### Gate-type map, run 1

Bar = 50 um.
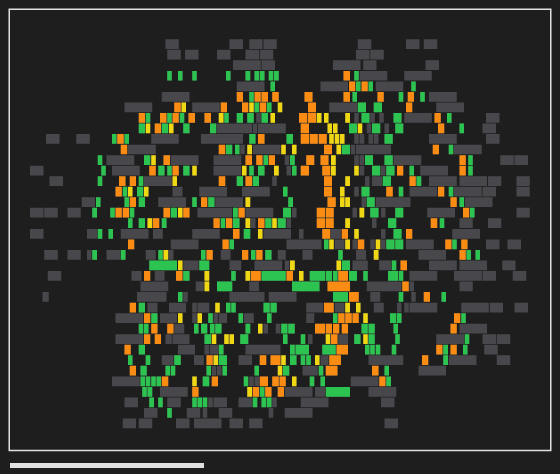
### Clock wires, drivers and flops, run 1

Bar = 50 um.
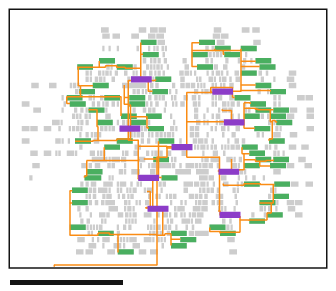
### Clock wiring as the flow saved it, run 1

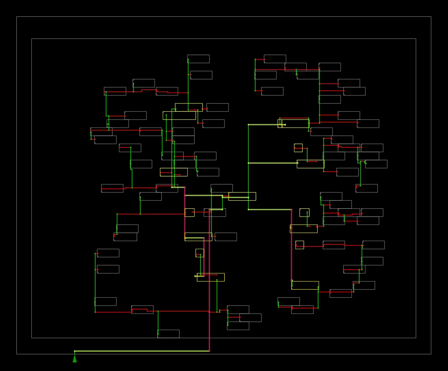
`src/rtl/float_pkg.sv`:
```
// rtl/float_pkg.sv - shared constants, state encoding and word packing for the float normalizer
//
// Purpose : single-precision field limits, FSM state enum, result packing
//           helper and the signed zero / infinity encodings.
// Ports   : none (package).

package float_pkg;

  localparam logic [7:0] EXP_MAX  = 8'hFF;
  localparam int         EXP_BIAS = 127;

  typedef enum logic [1:0] {
    IDLE = 2'd0,
    NORM = 2'd1,
    DONE = 2'd2
  } state_e;

  localparam logic [31:0] POS_ZERO = 32'h0000_0000;
  localparam logic [31:0] NEG_ZERO = 32'h8000_0000;
  localparam logic [31:0] POS_INF  = 32'h7F80_0000;
  localparam logic [31:0] NEG_INF  = 32'hFF80_0000;

  function automatic logic [31:0] pack(input logic       sign,
                                       input logic [7:0]  exp,
                                       input logic [22:0] frac);
    return {sign, exp, frac};
  endfunction

endpackage

```
`src/rtl/float_normalizer.sv`:
```
// rtl/float_normalizer.sv - iterative renormalizer from raw adder sum to IEEE-754 single
//
// Purpose : accepts one raw {sign, exp, 25-bit mantissa} operand, normalizes
//           it (carry right-shift or one-bit-per-cycle left shift), packs a
//           single-precision word and holds it until the consumer accepts it.
// Ports   : clk        clock, rising edge
//           rst        synchronous active-high reset
//           in_valid   raw operand present
//           in_ready   operand accepted (IDLE and not in reset)
//           in_sign    raw sign
//           in_exp     common exponent before carry adjustment
//           in_mant    raw sum; bit 24 carry-out, bit 23 hidden one
//           out_valid  registered result valid
//           out_ready  consumer accepts result
//           result     registered {sign, exp, frac}

module float_normalizer
  import float_pkg::*;
#(
  parameter int EXP_W  = 8,
  parameter int FRAC_W = 23
) (
  input  logic                    clk,
  input  logic                    rst,
  input  logic                    in_valid,
  output logic                    in_ready,
  input  logic                    in_sign,
  input  logic [EXP_W-1:0]        in_exp,
  input  logic [FRAC_W+1:0]       in_mant,
  output logic                    out_valid,
  input  logic                    out_ready,
  output logic [EXP_W+FRAC_W:0]   result
);

  // One extra exponent bit so the carry increment past 254 is visible.
  localparam logic [EXP_W:0] EXP_ONE = 1;

  state_e                 state_q;
  logic                   sign_q;
  logic [EXP_W:0]         exp_q;
  logic [FRAC_W+1:0]      mant_q;
  logic                   out_valid_q;
  logic [EXP_W+FRAC_W:0]  result_q;

  logic [EXP_W:0]         exp_inc;
  logic [EXP_W+FRAC_W:0]  zero_word;
  logic [EXP_W+FRAC_W:0]  inf_word;

  assign exp_inc   = exp_q + EXP_ONE;
  assign zero_word = sign_q ? NEG_ZERO : POS_ZERO;
  assign inf_word  = sign_q ? NEG_INF  : POS_INF;

  assign in_ready  = (state_q == IDLE) && !rst;
  assign out_valid = out_valid_q;
  assign result    = result_q;

  always_ff @(posedge clk) begin
    if (rst) begin
      state_q     <= IDLE;
      sign_q      <= 1'b0;
      exp_q       <= '0;
      mant_q      <= '0;
      out_valid_q <= 1'b0;
      result_q    <= '0;
    end else begin
      case (state_q)
        IDLE: begin
          if (in_valid) begin
            sign_q  <= in_sign;
            exp_q   <= {1'b0, in_exp};
            mant_q  <= in_mant;
            state_q <= NORM;
          end
        end

        NORM: begin
          // Rules are checked in strict priority; only the last one loops.
          if (mant_q == '0) begin
            result_q    <= zero_word;
            out_valid_q <= 1'b1;
            state_q     <= DONE;
          end else if (exp_q == {1'b0, EXP_MAX}) begin
            result_q    <= inf_word;
            out_valid_q <= 1'b1;
            state_q     <= DONE;
          end else if (mant_q[FRAC_W+1]) begin
            // Carry-out: truncating right shift, so the fraction is mant[23:1].
            if (exp_inc >= {1'b0, EXP_MAX}) begin
              result_q <= inf_word;
            end else begin
              result_q <= pack(sign_q, exp_inc[EXP_W-1:0], mant_q[FRAC_W:1]);
            end
            out_valid_q <= 1'b1;
            state_q     <= DONE;
          end else if (mant_q[FRAC_W]) begin
            result_q    <= pack(sign_q, exp_q[EXP_W-1:0], mant_q[FRAC_W-1:0]);
            out_valid_q <= 1'b1;
            state_q     <= DONE;
          end else if (exp_q <= EXP_ONE) begin
            // No denormal output: cancellation below exp 1 flushes to zero.
            result_q    <= zero_word;
            out_valid_q <= 1'b1;
            state_q     <= DONE;
          end else begin
            mant_q <= mant_q << 1;
            exp_q  <= exp_q - EXP_ONE;
          end
        end

        DONE: begin
          if (out_ready) begin
            out_valid_q <= 1'b0;
            state_q     <= IDLE;
          end
        end

        default: begin
          state_q     <= IDLE;
          out_valid_q <= 1'b0;
        end
      endcase
    end
  end

endmodule

```
`config.mk`:
```
export PLATFORM = sky130hd
export DESIGN_NAME = float_normalizer
export DESIGN_NICKNAME = d
export VERILOG_FILES = /design/src/rtl/float_pkg.sv /design/src/rtl/float_normalizer.sv
export SDC_FILE = /design/constraint.sdc
export NUM_CORES = 1
export LEC_CHECK = 0
export ABC_AREA = 1
export CAP_MARGIN = 20
export CORE_ASPECT_RATIO = 0.8
export CORE_MARGIN = 5
export CORE_UTILIZATION = 31
export DETAILED_ROUTE_END_ITERATION = 16
export GPL_TIMING_DRIVEN = 1
export PLACE_DENSITY_LB_ADDON = 0.3
export SYNTH_ARGS = -nofsm -noshare
export SYNTH_HDL_FRONTEND = slang
export SYNTH_SLANG_ARGS = --single-unit
```
`constraint.sdc`:
```
create_clock -name clk -period 2.4 [get_ports clk]
set_input_delay 0.48 -clock clk [delete_from_list [all_inputs] [get_ports clk]]
set_output_delay 0.48 -clock clk [all_outputs]
set_load 0.05 [all_outputs]
```
==> results_dict.tcl, run 1 <==
# collected from the flow reports
set metrics [dict create \
    antenna_found_initial 0 \
    fin_nets 727 \
    synth-xor-area-share 0.00422 \
    cp_data_arrival_time_ns 2.35 \
    post_cts_buffers 0 \
    lay_top_cells "nand2_1 (140), a21oi_1 (71), dfxtp_1 (69), clkdlybuf4s50_1 (69), inv_1 (66)" \
    mostFrequentLayoutCell "nand2_1" \
    powerComb_mw 1.28 \
    area_dominant_class "logic gates" \
    synthAoiAreaFrac 0.187 \
    ys_ff 70 \
    setup-tns-final_ns 0 \
    p_seq_mw 1.36 \
    ys_top_logic_family "simple AND/OR/NAND/NOR gates" \
    max-vdd-ir-drop_v 0.000385 \
    min_to "result[27]" \
    synth.top_cells.by_count "nand2_1 (140), a21oi_1 (71), dfxtp_1 (70)" \
    routed_wl_mm 12.0 \
    power.leakage_nw 1.97 \
    numCtsBuffers 9 \
    top_area_frac 0.337 \
    inv_count 74 \
    ys_seq_frac 0.337 \
    cp_top_family "simple AND/OR/NAND/NOR gates" \
    p_int_mw 2.52 \
    boundaryPins 72 \
    ff_type "dfxtp_1" \
    async_flop_share 0 \
    grt_pass1_vias 3753 \
    timing.hold.ws_ns 0.463 \
    setup_violations 0 \
    grt_max_degree 53 \
    timing.rr.start "exp_q[1]" \
    yosys-stat-cells 626 \
    area_growth_pct 26.5 \
    top_power_group "registers" \
    path_cells "buf_4 -> inv_1 -> ha_1 -> nand2_1 -> nand2_1 -> nand3_1 -> nor2_1 -> nand3_4 -> nand4_1 -> a21oi_1" \
    min_from "result[27]" \
    vias 4202 \
    initCoreUtil 0.319 \
    fa_ha_area_frac 0.0151 \
    synthCells 626 \
    drt_iter0_markers 384 \
    maxCapViolations 0 \
    ys_area_um2 4150 \
    hold_depth 2 \
    synth-edff-count 0 \
    antenna_left 0 \
    grt_pass1_wl_mm 19.4 \
    setup_ws_ns 0.239 \
    stdcell_count 864 \
    die_h_um 114 \
    crit_start "exp_q[1]" \
    post_cts_resized 0 \
    path_max_fanout 28 \
    holdCritPathClass "register to register" \
    mux_share 0 \
    r2r_slack_ns 0.24 \
    chip_area_um2 15800 \
    vias_per_cell 4.86 \
    nClkBuffers 10 \
    clk_path_buf_depth 2 \
    tool_warnings 29 \
    dp_cells 848 \
    worst-path-buf-inv 2 \
    dp_hpwl_mm 9.08 \
    synth.distinct_cells 35 \
    place_congestion 0.937 \
    slowest_delay_ns 0.37 \
    p_sw_frac 0.366 \
    worst_pin_slew_ns 0.551 \
    synthSimpleGateAreaFrac 0.326 \
    seqCellArea_um2 1400 \
    power_frac_seq 0.341 \
    dp_slack_ns 0.148 \
    rsz0062_at_grt "false" \
    root_buffer "clkbuf_16" \
    cpMaxStageDelayCell "ha_1" \
    syn-cell-area_um2 4150 \
    period_needed_ns 2.16 \
    period_used_share 0.901 \
    rr_endpoint "result[21]" \
    endpoint "result[21]" \
    htree_levels 3 \
    cts_tree "done" \
    worstSetupStartpointType "register" \
    fillers 1368 \
    combPwrFrac 0.323 \
    wl_per_cell_um 13.9 \
    crit_top_cell "nand2_1" \
    clock-sinks 70 \
    nonClkBufAreaFrac 0.160 \
    final_max_slew_viol_count 0 \
    worst-path-stages 10 \
    crit_required_ns 2.59 \
    logic_area_um2 2210 \
    clk_pin_slew_worst_paths_ns 0.06 \
    core_area_um2 13000 \
    yosys.cell_count.top_type "nand2_1" \
    port_buffers 71 \
    comb_share 0.421 \
    diodes 0 \
    rows 37 \
    largest_area_cell "dfxtp_1" \
    first_pass_iters 5 \
    max_freq_ghz 0.463 \
    slew_headroom 0.633 \
    switchingPower_mw 1.46 \
    area_leaders "dfxtp_1 (34%), nand2_1 (13%), a21oi_1 (8.6%)" \
    logic_gate_count 440 \
    holdBufCountCts 0 \
    fin_util 0.404 \
    yosys_warnings 0 \
    setup.worst_path.class "register to register" \
    p_clk_frac 0.336 \
    seq_area_frac 0.267 \
    nWellTaps 175 \
    drive_above_1_share 0.0943 \
    outcome "complete, no violations" \
    syn_avg_cell_area_um2 6.64 \
    clock_cell_area_share 0.0569 \
    cp-end-kind "register" \
    fp.dieW_um 139 \
    grt_usage 0.148 \
]
Back to the opening pictures, 'Gate-type map':
orange -> inverting AOI/OAI gates  # cells 141, most used a21oi_1
yellow -> inverters  # cells 74, most used inv_1
green -> NAND gates  # cells 226, most used nand2_1

Back to the opening pictures, 'Clock wires, drivers and flops':
purple -> cells driving clock nets  # count 9
orange -> clock wires  # length 985 um
green -> flip-flops  # count 70
routed clock nets = 10
flops lie = spread over the die

Back to the opening pictures, 'Clock wiring as the flow saved it':
worst skew pair latency: 0.34 ns
clk pwr: 1.34 mW
skew final: 0.0102 ns
flop count: 70

-- run 1: worst min-delay path, cell delays in order, from the launching register on --
cell,delay (ns)
dfxtp_1,0.31
nand2_1,0.06
a21oi_1,0.05
-- run 1: registers in the layout, summed over array words and instances, names as in the netlist --
| register | count |
|---|---|
| exp_q | 9 |
| sign_q | 1 |
| result | 32 |
| out_valid | 1 |
| mant_q | 25 |
| state_q | 2 |
-- run 1: layer usage --
metal  wire [um]  up-vias  track usage
met5           0        -            0
met4         101        0       0.0411
met3         786       10       0.0348
met2        4580      119        0.195
met1        6500     1894        0.234
li1            -     2179            -
-- run 1: through the flow --
step	instance area, um^2	power, mW
floorplan	4150	2.33
global placement	4950	2.64
detailed placement	4950	2.65
CTS	5250	4.00
global route	5250	4.22
finish	5250	3.97
### Placed cells, one colour a class, run 1

Bar = 50 um.
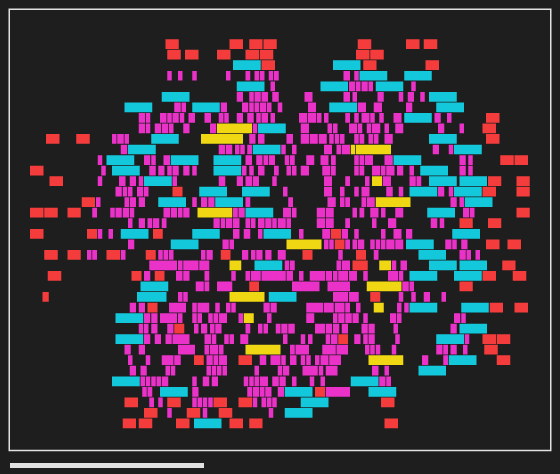

==> run 2, diff against run 1 <==
--- a/config.mk
+++ b/config.mk
@@ -9,7 +9,8 @@
 export CAP_MARGIN = 20
 export CORE_ASPECT_RATIO = 0.8
 export CORE_MARGIN = 5
-export CORE_UTILIZATION = 31
+export CORE_UTILIZATION = 23
+export CTS_CLUSTER_DIAMETER = 80
 export DETAILED_ROUTE_END_ITERATION = 16
 export GPL_TIMING_DRIVEN = 1
 export PLACE_DENSITY_LB_ADDON = 0.3
### Placed cells, one colour a class, run 2

Bar = 50 um.
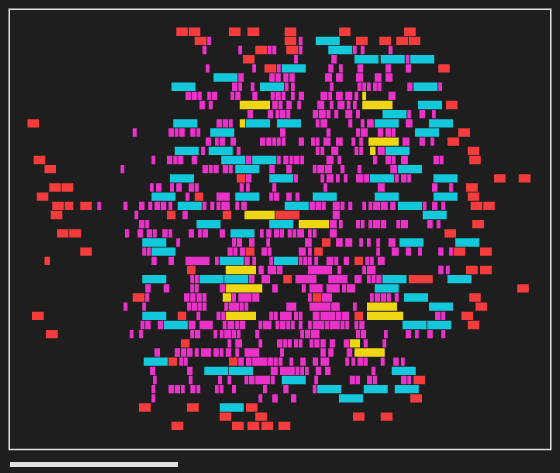
yellow -> clock drivers and dummy loads  # cells 16, share of their area 6.2%
magenta -> all other logic  # cells 514, share of their area 49%
red -> other buffers and delay cells  # cells 89, share of their area 17%
cyan -> flip-flops  # cells 70, share of their area 28%

==> run 2 against run 1 <==
- combinational power is essentially flat
- setup slack lost 0.064 ns
- fmax shrank 2.9%
- hold slack lost 0.0015 ns
- design area grew 2.0%
- register-to-register slack lost 0.06 ns
- critical endpoint is now result[30]
- highest routed layer unchanged
==> results_dict.tcl, run 2 <==
# collected from the flow reports
set metrics [dict create \
    met1_length_mm 7.09 \
    initCoreUtil 0.231 \
    worst-path-buf-inv 2 \
    overflow 0 \
    logic_gate_count 440 \
    power.leakage_nw 2.00 \
    cp-end-kind "register" \
    max-vdd-ir-drop_v 0.000353 \
    synth-edff-count 0 \
    period_used_share 0.927 \
    cp_top_family "simple AND/OR/NAND/NOR gates" \
    ff_type "dfxtp_1" \
    fa_ha_area_frac 0.0151 \
    routed_wl_mm 12.9 \
    ys_ff 70 \
    grt_max_degree 36 \
    met1_usage 0.189 \
    drt_iter0_markers 368 \
    crit_required_ns 2.66 \
    drc 0 \
    fp_nets 669 \
    slew_headroom 0.624 \
    crit_top_cell "nand2_1" \
    comb_share 0.413 \
    period_needed_ns 2.23 \
    clk_pin_slew_worst_paths_ns 0.06 \
    diodes 0 \
    area_leaders "dfxtp_1 (34%), nand2_1 (13%), a21oi_1 (8.6%)" \
    fin_util 0.299 \
    worst_pin_slew_ns 0.562 \
    synth.distinct_cells 35 \
    wl_met2_mm 5.08 \
    chip_area_um2 20900 \
    wl_met3_um 525 \
    stdcell_count 919 \
    antenna_left 0 \
    seqCellArea_um2 1400 \
    place_congestion 0.873 \
    fin_nets 727 \
    antenna_found_initial 0 \
    top_usage_layer "met1" \
    post_cts_buffers 0 \
    fillers 1995 \
    root_buffer "clkbuf_16" \
    post_cts_resized 0 \
    yosys.cell_count.top_type "nand2_1" \
    clock-sinks 70 \
    rsz0062_at_grt "false" \
    largest_area_cell "dfxtp_1" \
    mux_share 0 \
    grt_pass1_vias 3747 \
    vias_per_cell 4.46 \
    cpMaxStageDelayCell "dfxtp_1" \
    setup-tns-final_ns 0 \
    lay_top_cells "nand2_1 (140), a21oi_1 (71), dfxtp_1 (70)" \
    setup_ws_ns 0.175 \
    dp_hpwl_mm 9.65 \
    synth.top_cells.by_count "nand2_1 (140), a21oi_1 (71), dfxtp_1 (70)" \
    dp_slack_ns 0.225 \
    design_area_um2 5360 \
    yosys_warnings 0 \
    nonClkBufAreaFrac 0.161 \
    fp.dieW_um 160 \
    numCtsBuffers 9 \
    drive_above_1_share 0.0929 \
    synthSimpleGateAreaFrac 0.326 \
    yosys-stat-cells 626 \
    final_max_slew_viol_count 0 \
    holdBufCountCts 0 \
    placed_cell_area_um2 5040 \
    area_dominant_class "logic gates" \
    setup_violations 0 \
    nClkBuffers 10 \
    grt_pass1_wl_mm 20.5 \
    path_cells "ha_1 -> nand2_1 -> inv_1 -> nand2_1 -> nor2_1 -> ha_1 -> or2_2 -> nand2_1 -> inv_1 -> o21ai_1 -> o21a_1 -> nand2_1 -> a21oi_1" \
    maxCapViolations 0 \
    worstSetupStartpointType "register" \
    port_buffers 71 \
    max_freq_ghz 0.449 \
    synthAoiAreaFrac 0.187 \
    clock_cell_area_share 0.0588 \
    boundaryPins 72 \
    synthCells 626 \
    rows 44 \
    synth-xor-area-share 0.00422 \
    nWellTaps 230 \
    area_growth_pct 29.0 \
    setup.worst_path.class "register to register" \
    grt_usage 0.122 \
    path_max_fanout 8 \
    vias 4098 \
    cp_data_arrival_time_ns 2.49 \
    core_area_um2 17900 \
    ys_top_logic_family "simple AND/OR/NAND/NOR gates" \
    syn-cell-area_um2 4150 \
    ys_seq_frac 0.337 \
    ys_area_um2 4150 \
    ff_count 70 \
    die_h_um 130 \
    syn_avg_cell_area_um2 6.64 \
    finalPower_mw 4.07 \
    async_flop_share 0 \
    num-nonclk-buffers 89 \
    mostFrequentLayoutCell "nand2_1" \
    power_density_nw_per_um2 760 \
    htree_levels 3 \
    wl_per_cell_um 14.0 \
    seq_area_frac 0.261 \
    first_pass_iters 5 \
    timing.hold.ws_ns 0.462 \
    slowest_delay_ns 0.47 \
    holdCritPathClass "register to register" \
    met2_usage 0.167 \
    top_area_frac 0.337 \
    topRoutingLayerUsed "met4" \
    logic_area_um2 2210 \
    outcome "complete, no violations" \
    tool_warnings 29 \
    largest_reg_flops 32 \
    inv_count 74 \
    worstSkewPairLatency_ns 0.34 \
    grt_use_met3 0.0227 \
    dp_cells 903 \
    cts_tree "done" \
    hold_viol 0 \
    finalClockSkew_ns 0.0103 \
    clk_path_buf_depth 2 \
]
### Clock wires, drivers and flops, run 2

Bar = 50 um.
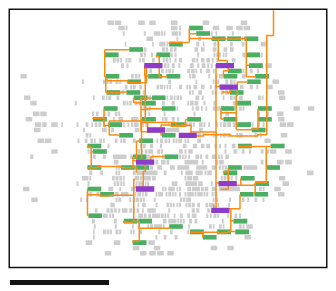
orange -> clock wires  # length 1040 um
purple -> cells driving clock nets  # count 9
green -> flip-flops  # count 70
routed clock nets = 10

run 2: worst paths after layout:
| check | from | endpoint | slack, ns | depth (start not counted) |
|---|---|---|---|---|
| hold / removal | result[26] | result[26] | 0.46 | 2 |
| hold reg to reg | result[26] | result[26] | 0.46 | 2 |
| setup / recovery | exp_q[1] | result[30] | 0.17 | 13 |
| setup reg to reg | exp_q[1] | result[30] | 0.17 | 13 |
run 2: where the power goes:
part | total, mW | switching, mW | internal, mW
Sequential | 1.36 | 0.0885 | 1.27
Combinational | 1.29 | 0.849 | 0.446
Clock | 1.42 | 0.513 | 0.908
Total | 4.07 | 1.45 | 2.62
run 2: cell families (layout without fill, tap and decap cells):
logic type	after synthesis	in the layout
xor+xnor	2	2
buf+inv	116	179
fa+ha+maj	5	5
simple gates	291	291
compound gates	142	142
flops	70	70
==> run 3, diff against run 2 <==
--- a/config.mk
+++ b/config.mk
@@ -14,6 +14,7 @@
 export DETAILED_ROUTE_END_ITERATION = 16
 export GPL_TIMING_DRIVEN = 1
 export PLACE_DENSITY_LB_ADDON = 0.3
+export SLEW_MARGIN = 20
 export SYNTH_ARGS = -nofsm -noshare
 export SYNTH_HDL_FRONTEND = slang
 export SYNTH_SLANG_ARGS = --single-unit
### Gate-type map, run 3

Bar = 50 um.
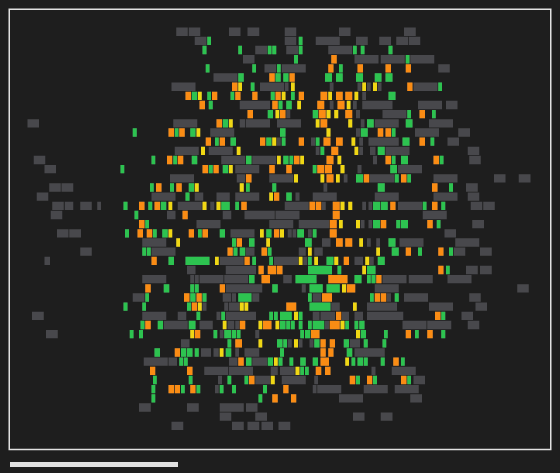
yellow -> inverters  # cells 74, most used inv_1
orange -> inverting AOI/OAI gates  # cells 141, most used a21oi_1
green -> NAND gates  # cells 226, most used nand2_1

==> run 3 against run 2 <==
- core utilization is the same
- fmax is the same
- via count is the same
- sequential cell count is the same
- combinational power is essentially flat
- sequential power is essentially flat
- die area is the same
- routed wire length is the same
- global-route usage is the same
- critical path type unchanged
==> results_dict.tcl, run 3 <==
# collected from the flow reports
set metrics [dict create \
    largest_reg_flops 32 \
    synth.distinct_cells 35 \
    worstSkewPairLatency_ns 0.34 \
    diodes 0 \
    post_cts_resized 0 \
    fp_nets 669 \
    boundaryPins 72 \
    die_h_um 130 \
    hold_viol 0 \
    synthCells 626 \
    rows 44 \
    period_needed_ns 2.23 \
    routed_wl_mm 12.9 \
    topRoutingLayerUsed "met4" \
    core_area_um2 17900 \
    numCtsBuffers 9 \
    ys_area_um2 4150 \
    fa_ha_area_frac 0.0151 \
    synthSimpleGateAreaFrac 0.326 \
    grt_usage 0.122 \
    htree_levels 3 \
    initCoreUtil 0.231 \
    finalClockSkew_ns 0.0103 \
    largest_area_cell "dfxtp_1" \
    timing.rr.start "exp_q[1]" \
    mostFrequentLayoutCell "nand2_1" \
    chip_area_um2 20900 \
    period_used_share 0.927 \
    top_area_frac 0.337 \
    yosys-stat-cells 626 \
    min_from "result[26]" \
    cp_top_family "simple AND/OR/NAND/NOR gates" \
    met1_length_mm 7.09 \
    top_usage_layer "met1" \
    wl_per_cell_um 14.0 \
    synth-edff-count 0 \
    ys_ff 70 \
    outcome "complete, no violations" \
    max-vdd-ir-drop_v 0.000353 \
    root_buffer "clkbuf_16" \
    place_congestion 0.873 \
    drt_iter0_markers 368 \
    vias_per_cell 4.46 \
    grt_pass1_vias 3747 \
    wl_met3_um 525 \
    power_density_nw_per_um2 760 \
    clock-sinks 70 \
    setup.worst_path.class "register to register" \
    wl_met2_mm 5.08 \
    clk_pin_slew_worst_paths_ns 0.06 \
    cpMaxStageDelayCell "dfxtp_1" \
    worst_pin_slew_ns 0.562 \
    fp.dieW_um 160 \
    path_max_fanout 8 \
    dp_slack_ns 0.225 \
    hold_depth 2 \
    crit_start "exp_q[1]" \
    post_cts_buffers 0 \
    ff_type "dfxtp_1" \
    slowest_delay_ns 0.47 \
    syn-cell-area_um2 4150 \
    async_flop_share 0 \
    worst-path-buf-inv 2 \
    rr_endpoint "result[30]" \
    clk_path_buf_depth 2 \
    stdcell_count 919 \
    yosys.cell_count.top_type "nand2_1" \
    holdCritPathClass "register to register" \
    ff2ff_path_depth 13 \
    crit_required_ns 2.66 \
    yosys_warnings 0 \
    met2_usage 0.167 \
    timing.hold.ws_ns 0.462 \
    rsz0062_at_grt "false" \
    crit_top_cell "nand2_1" \
    r2r_slack_ns 0.17 \
    max_freq_ghz 0.449 \
    dp_hpwl_mm 9.65 \
    port_buffers 71 \
    overflow 0 \
    setup-tns-final_ns 0 \
    area_leaders "dfxtp_1 (34%), nand2_1 (13%), a21oi_1 (8.6%)" \
    syn_avg_cell_area_um2 6.64 \
    grt_use_met3 0.0227 \
    drc 0 \
    area_growth_pct 29.0 \
    synth-xor-area-share 0.00422 \
    placed_cell_area_um2 5040 \
    holdBufCountCts 0 \
    maxCapViolations 0 \
    synth.top_cells.by_count "nand2_1 (140), a21oi_1 (71), dfxtp_1 (70)" \
    lay_top_cells "nand2_1 (140), a21oi_1 (71), dfxtp_1 (70)" \
    first_pass_iters 5 \
]
### Placed cells, one colour a class, run 3

Bar = 50 um.
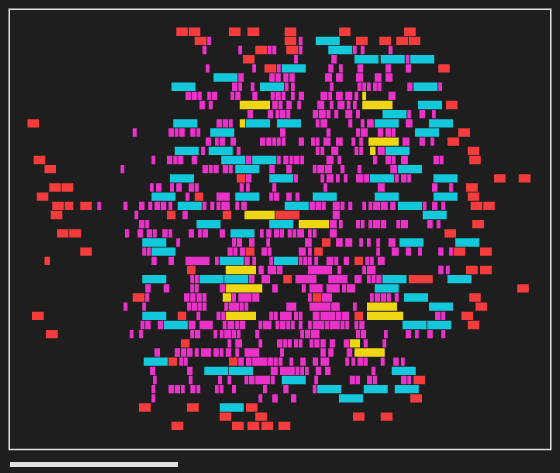
post-layout util: 0.299
final instance area: 5360 um^2

## run 3: how the worst max path moves through the flow
stage	to	slack, ns
finish	result[30]	0.17
global route	mant_q[2]	0.007
CTS	result[30]	0.20
detailed placement	result[30]	0.23
global placement	result[30]	0.26
floorplan	result[13]	0.32
## run 3: layout make-up
cell class | count | area, um^2
fillers | 1995 | 12600
clock inverters | 6 | 86.3
well taps | 230 | 288
multi-input cells | 440 | 2210
repair buffers | 89 | 863
clock buffers | 10 | 229
inverters | 74 | 278
flip-flops and latches | 70 | 1400
## run 3: report_power, final
| group | internal, mW | switching (mW) | total [mW] |
|---|---|---|---|
| clock network | 0.908 | 0.513 | 1.42 |
| logic | 0.446 | 0.849 | 1.29 |
| registers | 1.27 | 0.0885 | 1.36 |
| total | 2.62 | 1.45 | 4.07 |

==> screenshots <==
Supply network.
Pins as bars on the die edge. Tap cells in grey.
(a)
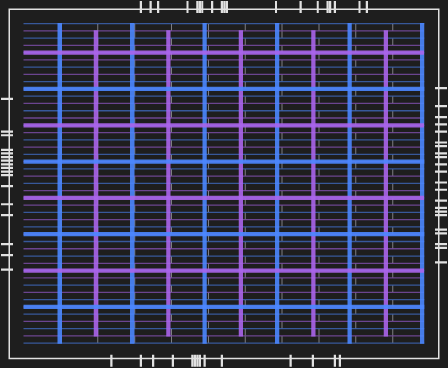
(b)
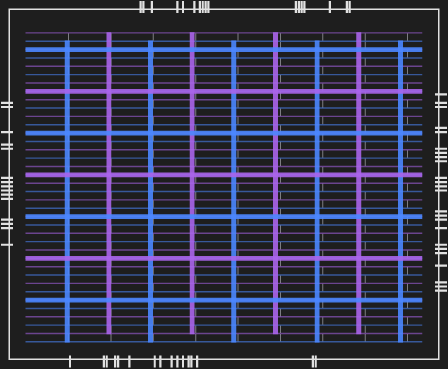
| picture | from |
|---|---|
| (a) | run 2 |
| (b) | run 1 |

Power figures rest on the tool's default switching activity, not on a simulated workload.
